==> run_1/density.png <==
The die is cut into 16 by 16 equal tiles; white is low, dark blue is high, 0 to 100% covered.
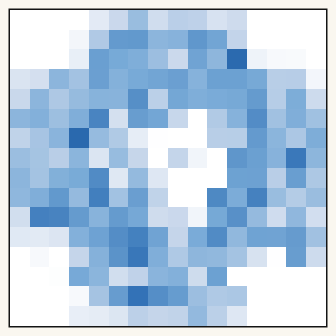
==> run_1/final_placement.png <==
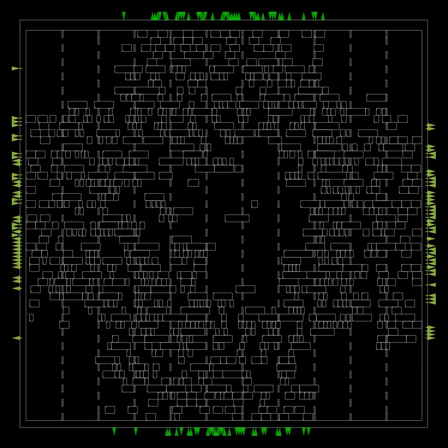
==> run_1/clock_map.png <==
Bar = 50 µm.
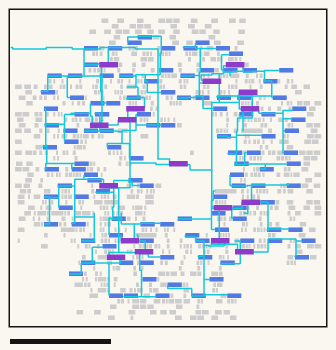
===== config.mk =====
export PLATFORM = sky130hd
export DESIGN_NAME = regfile_dump_reader
export DESIGN_NICKNAME = d
export VERILOG_FILES = /design/src/rtl/regfile_pkg.sv /design/src/rtl/dump_out_buf.sv /design/src/rtl/regfile_dump_reader.sv
export SDC_FILE = /design/constraint.sdc
export NUM_CORES = 1
export LEC_CHECK = 0
export ABC_AREA = 1
export CORE_MARGIN = 2
export CORE_UTILIZATION = 25
export DETAILED_ROUTE_END_ITERATION = 8
export GPL_TIMING_DRIVEN = 1
export PLACE_DENSITY = 0.51
export SLEW_MARGIN = 20
export SYNTH_ARGS = -nofsm -noshare
export SYNTH_HDL_FRONTEND = slang
export SYNTH_SLANG_ARGS = --single-unit

===== constraint.sdc =====
create_clock -name clk -period 6.45 [get_ports clk]
set_clock_uncertainty 0.2 [all_clocks]
set_input_delay 1.935 -clock clk [delete_from_list [all_inputs] [get_ports clk]]
set_output_delay 1.935 -clock clk [all_outputs]
set_load 0.02 [all_outputs]

===== src/rtl/regfile_pkg.sv =====
// Shared constants and FSM encodings for the register-file dump reader.
package regfile_pkg;

  localparam int REG_DATA_W = 32;
  localparam int REG_ADDR_W = 5;
  localparam int REG_COUNT  = 32;

  localparam logic [1:0] S_IDLE  = 2'd0;
  localparam logic [1:0] S_READ  = 2'd1;
  localparam logic [1:0] S_DRAIN = 2'd2;
  localparam logic [1:0] S_DONE  = 2'd3;

  typedef enum logic [1:0] {
    ST_IDLE  = S_IDLE,
    ST_READ  = S_READ,
    ST_DRAIN = S_DRAIN,
    ST_DONE  = S_DONE
  } dump_state_e;

endpackage


===== src/rtl/dump_out_buf.sv =====
// Two-entry in-order FIFO of {addr,data} words feeding the dump output stream.
// Accepts a pop and a one- or two-word push in the same cycle; the caller only
// pushes when the entries left after the pop have room for the push.
module dump_out_buf #(
  parameter int DATA_W = 32,
  parameter int ADDR_W = 5
) (
  input  logic              clk,
  input  logic              rst_all,
  input  logic              push2,
  input  logic              push1,
  input  logic              pop,
  input  logic [ADDR_W-1:0] w0_addr,
  input  logic [DATA_W-1:0] w0_data,
  input  logic [ADDR_W-1:0] w1_addr,
  input  logic [DATA_W-1:0] w1_data,
  output logic [1:0]        count,
  output logic [ADDR_W-1:0] head_addr,
  output logic [DATA_W-1:0] head_data
);

  localparam int ENTRY_W = ADDR_W + DATA_W;

  logic [ENTRY_W-1:0] slot0, slot1;
  logic [ENTRY_W-1:0] slot0_nxt, slot1_nxt;
  logic [1:0]         count_nxt, kept;

  assign {head_addr, head_data} = slot0;

  // Next slot contents: apply the pop first, then append the pushed words.
  always_comb begin
    // NOTE: every output of this block gets a default first so no latch is inferred.
    slot0_nxt = slot0;
    slot1_nxt = slot1;
    kept      = count;
    if (pop && count != 2'd0) begin
      slot0_nxt = slot1;
      kept      = count - 2'd1;
    end
    count_nxt = kept;
    if (push2) begin
      slot0_nxt = {w0_addr, w0_data};
      slot1_nxt = {w1_addr, w1_data};
      count_nxt = 2'd2;
    end else if (push1) begin
      if (kept == 2'd0) slot0_nxt = {w0_addr, w0_data};
      else              slot1_nxt = {w0_addr, w0_data};
      count_nxt = kept + 2'd1;
    end
  end

  // Slot and occupancy registers.
  always_ff @(posedge clk) begin
    // NOTE: state is assigned with <= so every register samples pre-edge values.
    if (rst_all) begin
      // NOTE: the two slots are reset as well so out_addr/out_data read 0, not X, after reset.
      slot0 <= '0;
      slot1 <= '0;
      count <= 2'd0;
    end else begin
      slot0 <= slot0_nxt;
      slot1 <= slot1_nxt;
      count <= count_nxt;
    end
  end

endmodule


===== src/rtl/regfile_dump_reader.sv =====
// Debug read-out engine: walks every register over both read ports, streams
// {addr,data} words on a valid/ready port and accumulates an XOR checksum.
module regfile_dump_reader
  import regfile_pkg::*;
#(
  parameter int DATA_W   = REG_DATA_W,
  parameter int ADDR_W   = REG_ADDR_W,
  parameter int NUM_REGS = REG_COUNT
) (
  input  logic              clk,
  input  logic              rst_all,
  input  logic              start,
  output logic [ADDR_W-1:0] read0_addr,
  output logic [ADDR_W-1:0] read1_addr,
  input  logic [DATA_W-1:0] read0_data,
  input  logic [DATA_W-1:0] read1_data,
  output logic              out_valid,
  input  logic              out_ready,
  output logic [ADDR_W-1:0] out_addr,
  output logic [DATA_W-1:0] out_data,
  output logic              out_last,
  output logic              busy,
  output logic              done,
  output logic [DATA_W-1:0] checksum
);

  localparam int                PTR_W     = ADDR_W + 1;
  localparam logic [PTR_W-1:0]  END_PTR   = PTR_W'(NUM_REGS);
  localparam logic [PTR_W-1:0]  LAST_PTR  = PTR_W'(NUM_REGS - 1);
  localparam logic [ADDR_W-1:0] LAST_ADDR = ADDR_W'(NUM_REGS - 1);

  dump_state_e      state, state_nxt;
  logic [PTR_W-1:0] ptr, ptr_adv;
  logic [1:0]       count;
  logic             fire, capture, single, push2, push1;

  assign read0_addr = ptr[ADDR_W-1:0];
  assign read1_addr = read0_addr + ADDR_W'(1);

  assign out_valid = (count != 2'd0);
  assign fire      = out_valid && out_ready;
  assign out_last  = out_valid && (out_addr == LAST_ADDR);
  assign busy      = (state == ST_READ) || (state == ST_DRAIN);
  assign done      = (state == ST_DONE);

  // A capture needs the buffer empty once this cycle's pop (if any) is applied.
  assign capture = (state == ST_READ) && (ptr < END_PTR) &&
                   ((count == 2'd0) || (count == 2'd1 && fire));
  // Only reachable with odd NUM_REGS: the last register has no partner word.
  assign single  = (ptr == LAST_PTR);
  assign push2   = capture && !single;
  assign push1   = capture && single;
  assign ptr_adv = ptr + (single ? PTR_W'(1) : PTR_W'(2));

  dump_out_buf #(
    .DATA_W (DATA_W),
    .ADDR_W (ADDR_W)
  ) u_buf (
    .clk       (clk),
    .rst_all   (rst_all),
    .push2     (push2),
    .push1     (push1),
    .pop       (fire),
    .w0_addr   (read0_addr),
    .w0_data   (read0_data),
    .w1_addr   (read1_addr),
    .w1_data   (read1_data),
    .count     (count),
    .head_addr (out_addr),
    .head_data (out_data)
  );

  // Next-state logic for the dump sequence.
  always_comb begin
    state_nxt = state;
    case (state)
      ST_IDLE:  if (start) state_nxt = ST_READ;
      ST_READ:  if (capture && ptr_adv >= END_PTR) state_nxt = ST_DRAIN;
      ST_DRAIN: if (count == 2'd0) state_nxt = ST_DONE;
      ST_DONE:  state_nxt = ST_IDLE;
      default:  state_nxt = ST_IDLE;
    endcase
  end

  // State, address pointer and checksum registers.
  always_ff @(posedge clk) begin
    if (rst_all) begin
      state    <= ST_IDLE;
      ptr      <= '0;
      checksum <= '0;
    end else begin
      state <= state_nxt;
      if (state == ST_IDLE && start) begin
        ptr      <= '0;
        checksum <= '0;
      end else begin
        if (capture)              ptr      <= ptr_adv;
        else if (state == ST_DONE) ptr     <= '0;
        if (fire)                 checksum <= checksum ^ out_data;
      end
    end
  end

endmodule


==> results_slide.txt, run 1 <==
Key Metrics from the Run

Status
  • Status: finished clean

Global route
  • Initial antenna violation count: 0
  • Vias in the first global route: approximately 5,400
  • GR Overflow Total: 0

Yosys
  • YS chip area: 5797 µm²
  • Cells after Synth: approximately 800
  • Yosys stat cell total: 808
  • Syn_nets: 889

Cells and area
  • Final #Nets: 1,001

STA
  • Setup TNS: 0 ps
  • Final hold slack: about 270 ps
  • Tcrit/Tclk final: about four fifths
  • Fin worst setup slack: approximately 1200 ps
  • Hold Vio Cnt, Final: 0
  • Slew Limit Headroom: 36.83%
  • RSZ-0062 raised after global routing: no

Run
  • Total tool warning count: 31
  • Max cap viols: 0

Clock tree
  • Num CTS Buffers: 17
  • Clock Pin Slew Worst Setup and Hold Paths: around 60 ps
  • Htree depth: 4
  • Late-Pin Clk Latency: around 420 ps
  • Post-cts resize count: 0
  • Root Driver: clkbuf_16

Power
  • Lkg Pwr: approximately 3.3 nW
  • Pint: around 0.0022 W
  • Switch share: slightly above 40%
  • Seq pwr share: between 30% and 40%
  • Power, Total: approximately 0.0037 W
  • Peak VDD IR: around 0.16 mV
  • Power Density: about 460 nW/µm²
  • Logic pwr share: between 40% and 50%

Floorplan
  • Init Core Util: approximately a quarter
  • Rows: around 55
  • Num ports: about 150
  • Die Ht: between 150 and 200 µm
  • Core Box Area: 22,710 µm²

Critical path
  • Crit-path cells: buf_2, nand2_4, xor2_1, ha_1, inv_1, nand2_4, nand2_2, o21ai_1, nor2_1
  • Most common cell on crit path: nand2_4
  • Critical Path RT: between 6000 and 7000 ps
  • WP buf/inv: 2
  • CP delay by family, top: simple AND/OR/NAND/NOR gates
  • Critical-path top delay cell: buf_2

Routing
  • Post-Route WL: around 18 mm
  • First-pass DRT Iterations: 6

Placed design
  • Place WS: 822.1 ps
  • Dpl hpwl: ~11 mm
  • Placed Instances: 1,186
  • DP Area: approximately 7400 µm²

Min path
  • Worst min path class: register to register
Back to the opening pictures, density.png:
nearly empty tiles: 22%
tiles over 75% full: 0.80%
mean over tiles: 31%
fullest tile: 77%

Back to the opening pictures, final_placement.png:
flop count: 116
sequential share of cell area: 29.12%
Tapcells: 285
fillers: 2,427
final non-filler cell total: 1,218

Back to the opening pictures, clock_map.png:
[cells driving clock nets] purple | count: 17
[clock wires] cyan | length: 1,900 µm
[flip-flops] blue | count: 116
flops lie: spread over the die
routed clock nets: 18

[run 1: routing by layer]
| metal | track usage, % | vias to the layer above | share of wire [%] |
|---|---|---|---|
| li1 | - | 2844 | - |
| met1 | 20.56 | 2539 | 48 |
| met2 | 24.54 | 141 | 46 |
| met3 | 3.129 | 17 | 4.4 |
| met4 | 4.893 | 0 | 1.2 |
| met5 | 0 | - | 0 |
[run 1: area by class of cell]
class | instances | area, µm² | share of cell area, %
Clock inverter | 9 | 125.1 | 1.569
Timing Repair Buffer | 152 | 1511 | 18.95
Inverter | 55 | 209.0 | 2.620
Multi-Input combinational cell | 578 | 2962 | 37.14
Clock buffer | 23 | 488.0 | 6.120
Sequential cell | 116 | 2322 | 29.12
Tap cell | 285 | 356.6 | 4.472
[run 1: path summary, 6_finish.rpt]
path,startpoint,to,slack (ps),cells after the start
setup / recovery,out_ready,u_buf.slot0[18],1220,9
hold / removal,u_buf.slot1[36],u_buf.slot1[36],270,2
setup reg to reg,u_buf.count[0],u_buf.slot0[18],2110,11
hold reg to reg,u_buf.slot1[36],u_buf.slot1[36],270,2
[run 1: sequential cells by signal, summed over array words and instances (netlist names)]
register and flops:
u_buf.slot1 37, u_buf.count 2, u_buf.slot0 37, state 2
checksum 32, ptr 6
[run 1: Yosys cell counts]
cell | number | area [µm²]
a21oi_1 | 112 | 560.5
a31oi_1 | 1 | 6.260
and3_1 | 3 | 18.77
buf_1 | 4 | 15.01
buf_2 | 15 | 75.07
buf_4 | 11 | 82.58
buf_6 | 4 | 45.04
clkbuf_1 | 25 | 93.84
dfxtp_1 | 116 | 2322
fa_1 | 1 | 20.02
ha_1 | 12 | 150.1
inv_1 | 50 | 187.7
inv_2 | 4 | 15.01
inv_4 | 1 | 6.260
nand2_1 | 165 | 619.3
nand2_2 | 3 | 18.77
nand2_4 | 2 | 22.52
nand3_1 | 39 | 195.2
nand3_4 | 1 | 17.52
nand4_1 | 1 | 6.260
nor2_1 | 55 | 206.5
nor2_2 | 1 | 6.260
nor2_4 | 1 | 11.26
nor2_8 | 1 | 20.02
o21ai_0 | 60 | 300.3
o21ai_1 | 51 | 255.2
or2_2 | 34 | 212.7
xor2_1 | 35 | 306.5
[run 1: layout by cell type, fill, tap and decap left out, types with 2 or more instances in the layout]
cell / synthesis / routed
o21ai_1: 51 / 51
clkinvlp_4: 0 / 2
nor2_1: 55 / 55
clkbuf_16: 0 / 17
bufinv_16: 0 / 3
clkdlybuf4s50_1: 0 / 149
clkbuf_1: 25 / 2
inv_1: 50 / 49
buf_4: 11 / 2
a21oi_1: 112 / 112
nand3_1: 39 / 39
inv_2: 4 / 5
and3_1: 3 / 3
or2_2: 34 / 34
o21ai_0: 60 / 60
xor2_1: 35 / 35
nand2_4: 2 / 3
dfxtp_1: 116 / 116
nand2_2: 3 / 3
clkbuf_8: 0 / 4
ha_1: 12 / 12
clkinv_2: 0 / 4
nand2_1: 165 / 164
[run 1: cells by family after synthesis]
family                   count (synthesis)  share of synthesized area, %
XOR/XNOR                                35                         5.288
buffers and inverters                  114                         8.979
AND-OR/OR-AND                          224                         19.36
AND/OR/NAND/NOR                        306                         23.38
adder cells (fa/ha/maj)                 13                         2.935
flip-flops                             116                         40.06
==> run_1/met3.png <==
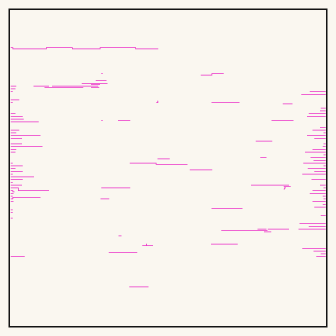

## Run 2: what changed since run 1
PLACE_DENSITY = 0.52   (was 0.51)
clock period = 4.2 ns   (was 6.45 ns; I/O delays follow)
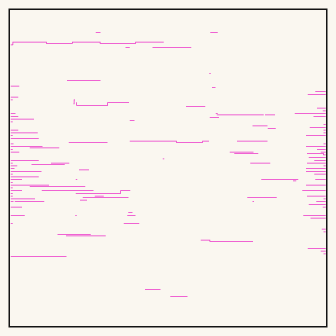
(run_2/met3.png)
share of all routed wire: 5.7%
main direction: horizontal

==> run 2 against run 1 <==
Effect of this change: non-clock buffer count rose by 10; first-iteration DRC count rose by 24%; hold slack improved by 12 ps; count of clock-buffer cells in the layout rose by 4; clock power rose by 41%; combinational power rose by 58%.
==> results_slide.txt, run 2 <==
Key Metrics from the Run

STA
  • Slew Limit Headroom: 38.59%
  • RSZ-0062 raised after global routing: no
  • Tcrit/Tclk final: 87.07%

Routing
  • First-pass DRT Iterations: 5
  • Post-Route WL: about 18 mm

Yosys
  • Syn_nets: between 800 and 900
  • Max-area cell share: between 40% and 50%
  • Post-synth ARST share: 0%
  • Post-synth EDFFs: 0
  • Most frequent cell after synthesis: nand2_1
  • YS chip area: roughly 5800 µm²
  • Yosys top cell by area: dfxtp_1
  • Most used flip-flop cell: dfxtp_1
  • Cells after Synth: slightly above 800

Power
  • Lkg Pwr: between 3 and 4 nW
  • Peak VDD IR: 0.2389 mV
  • Power Density: 699.6 nW/µm²

Critical path
  • RR Endpoint: u_buf.slot0[32]
  • Minimum setup slack among reg-to-reg paths: 1180 ps
  • Critical Path RT: between 2000 and 3000 ps
  • R2r worst-path depth: 12

Placed design
  • DP Area: ~7400 µm²

Cells and area
  • Fillers: about 2,400
  • Most frequent logic cell in the layout: nand2_1
  • Most frequent cells in the layout: nand2_1 (164), clkdlybuf4s50_1 (149), dfxtp_1 (116)

Run
  • Max cap viols: 0

Min path
  • Worst min path class: register to register
  • Hold path depth: 2
  • Hold Startpoint: u_buf.slot1[36]
  • Worst Hold End: u_buf.slot1[36]

Floorplan
  • Init Core Util: ~26%
  • Num ports: between 150 and 200
  • Core Box Area: 22,710 µm²
  • Die Ht: around 160 µm

Clock tree
  • Late-Pin Clk Latency: 410 ps
  • Htree depth: 4
  • Root Driver: clkbuf_16

Status
  • Status: finished clean

Global route
  • Vias in the first global route: between 5,000 and 6,000
  • Met3 GRT Util: 3.739%
  • Met2 usage: ~25%
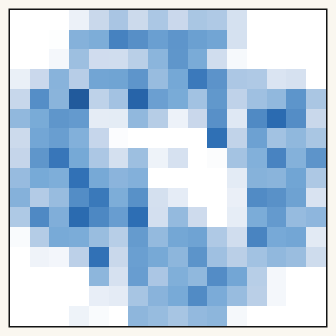
(run_2/density.png)
The die is cut into 16 by 16 equal tiles; white is low, dark blue is high, 0 to 100% covered.
fullest tile: 83%
mean over tiles: 31%
nearly empty tiles: 22%
tiles over 75% full: 2.0%

[run 2: cell families (layout without fill, tap and decap cells)]
kind of cell / Yosys count / in the layout / synth area share, %
xor+xnor: 35 / 35 / 5.288
fa+ha+maj: 13 / 13 / 2.935
simple gates: 306 / 306 / 23.38
buf+inv: 114 / 247 / 8.979
compound gates: 224 / 224 / 19.36
flops: 116 / 116 / 40.06
[run 2: how the worst max path moves through the flow]
stage                     startpoint         endpoint  slack [ps]
after floorplan            out_ready  u_buf.slot1[11]        1120
after global placement     out_ready  u_buf.slot0[32]         810
after detailed placement   out_ready  u_buf.slot0[32]         810
after CTS                     ptr[1]    read1_addr[4]         490
after global routing          ptr[1]    read1_addr[4]         360
final                         ptr[1]    read1_addr[4]         540
[run 2: metrics by stage]
| stage | instances | worst slack [ps] | hold slack, ps | total power (W) |
|---|---|---|---|---|
| finish | 1226 | 543.1 | 281.2 | 0.005598 |
| global route | 1226 | 355.1 | 308.6 | 0.006018 |
| CTS | 1226 | 490.5 | 286.0 | 0.005663 |
| detailed placement | 1196 | 813.9 | 277.7 | 0.004228 |
| global placement | 1196 | 811.9 | 277.1 | 0.004216 |
| floorplan | 808 | 1120 | 238.0 | 0.003365 |
[run 2: power breakdown]
part / leakage, nW / internal, W / switching, W
Sequential: 0.946 / 0.00146 / 0.000252
Combinational: 2.09 / 0.000965 / 0.00152
Clock: 0.276 / 0.000901 / 0.000499
[run 2: cell type report]
class                           instances  area [µm²]  share of cell area (%)
Timing Repair Buffer                  162        1587                   19.83
Multi-Input combinational cell        578        2962                   37.01
Tap cell                              285       356.6                   4.457
Clock inverter                          3       42.54                  0.5317
Inverter                               55       209.0                   2.611
Sequential cell                       116        2322                   29.02
Clock buffer                           27       523.0                   6.536
[run 2: routing by layer]
metal	part of all wire (%)	vias up	wire [µm]
met2	47	165	8597
met4	1.5	0	265
met1	46	2535	8305
li1	-	2871	-
met5	0	-	0
met3	5.7	20	1030
[run 2: critical path: stages (launching register included)]
cell             delay, ps
dfxtp_1                510
ha_1                   310
nand3_4                130
inv_2                  110
nand2_1                 50
nand2_1                 90
inv_1                   50
clkdlybuf4s50_1        530
No activity file was given, so power comes from the tool's default toggle rates.
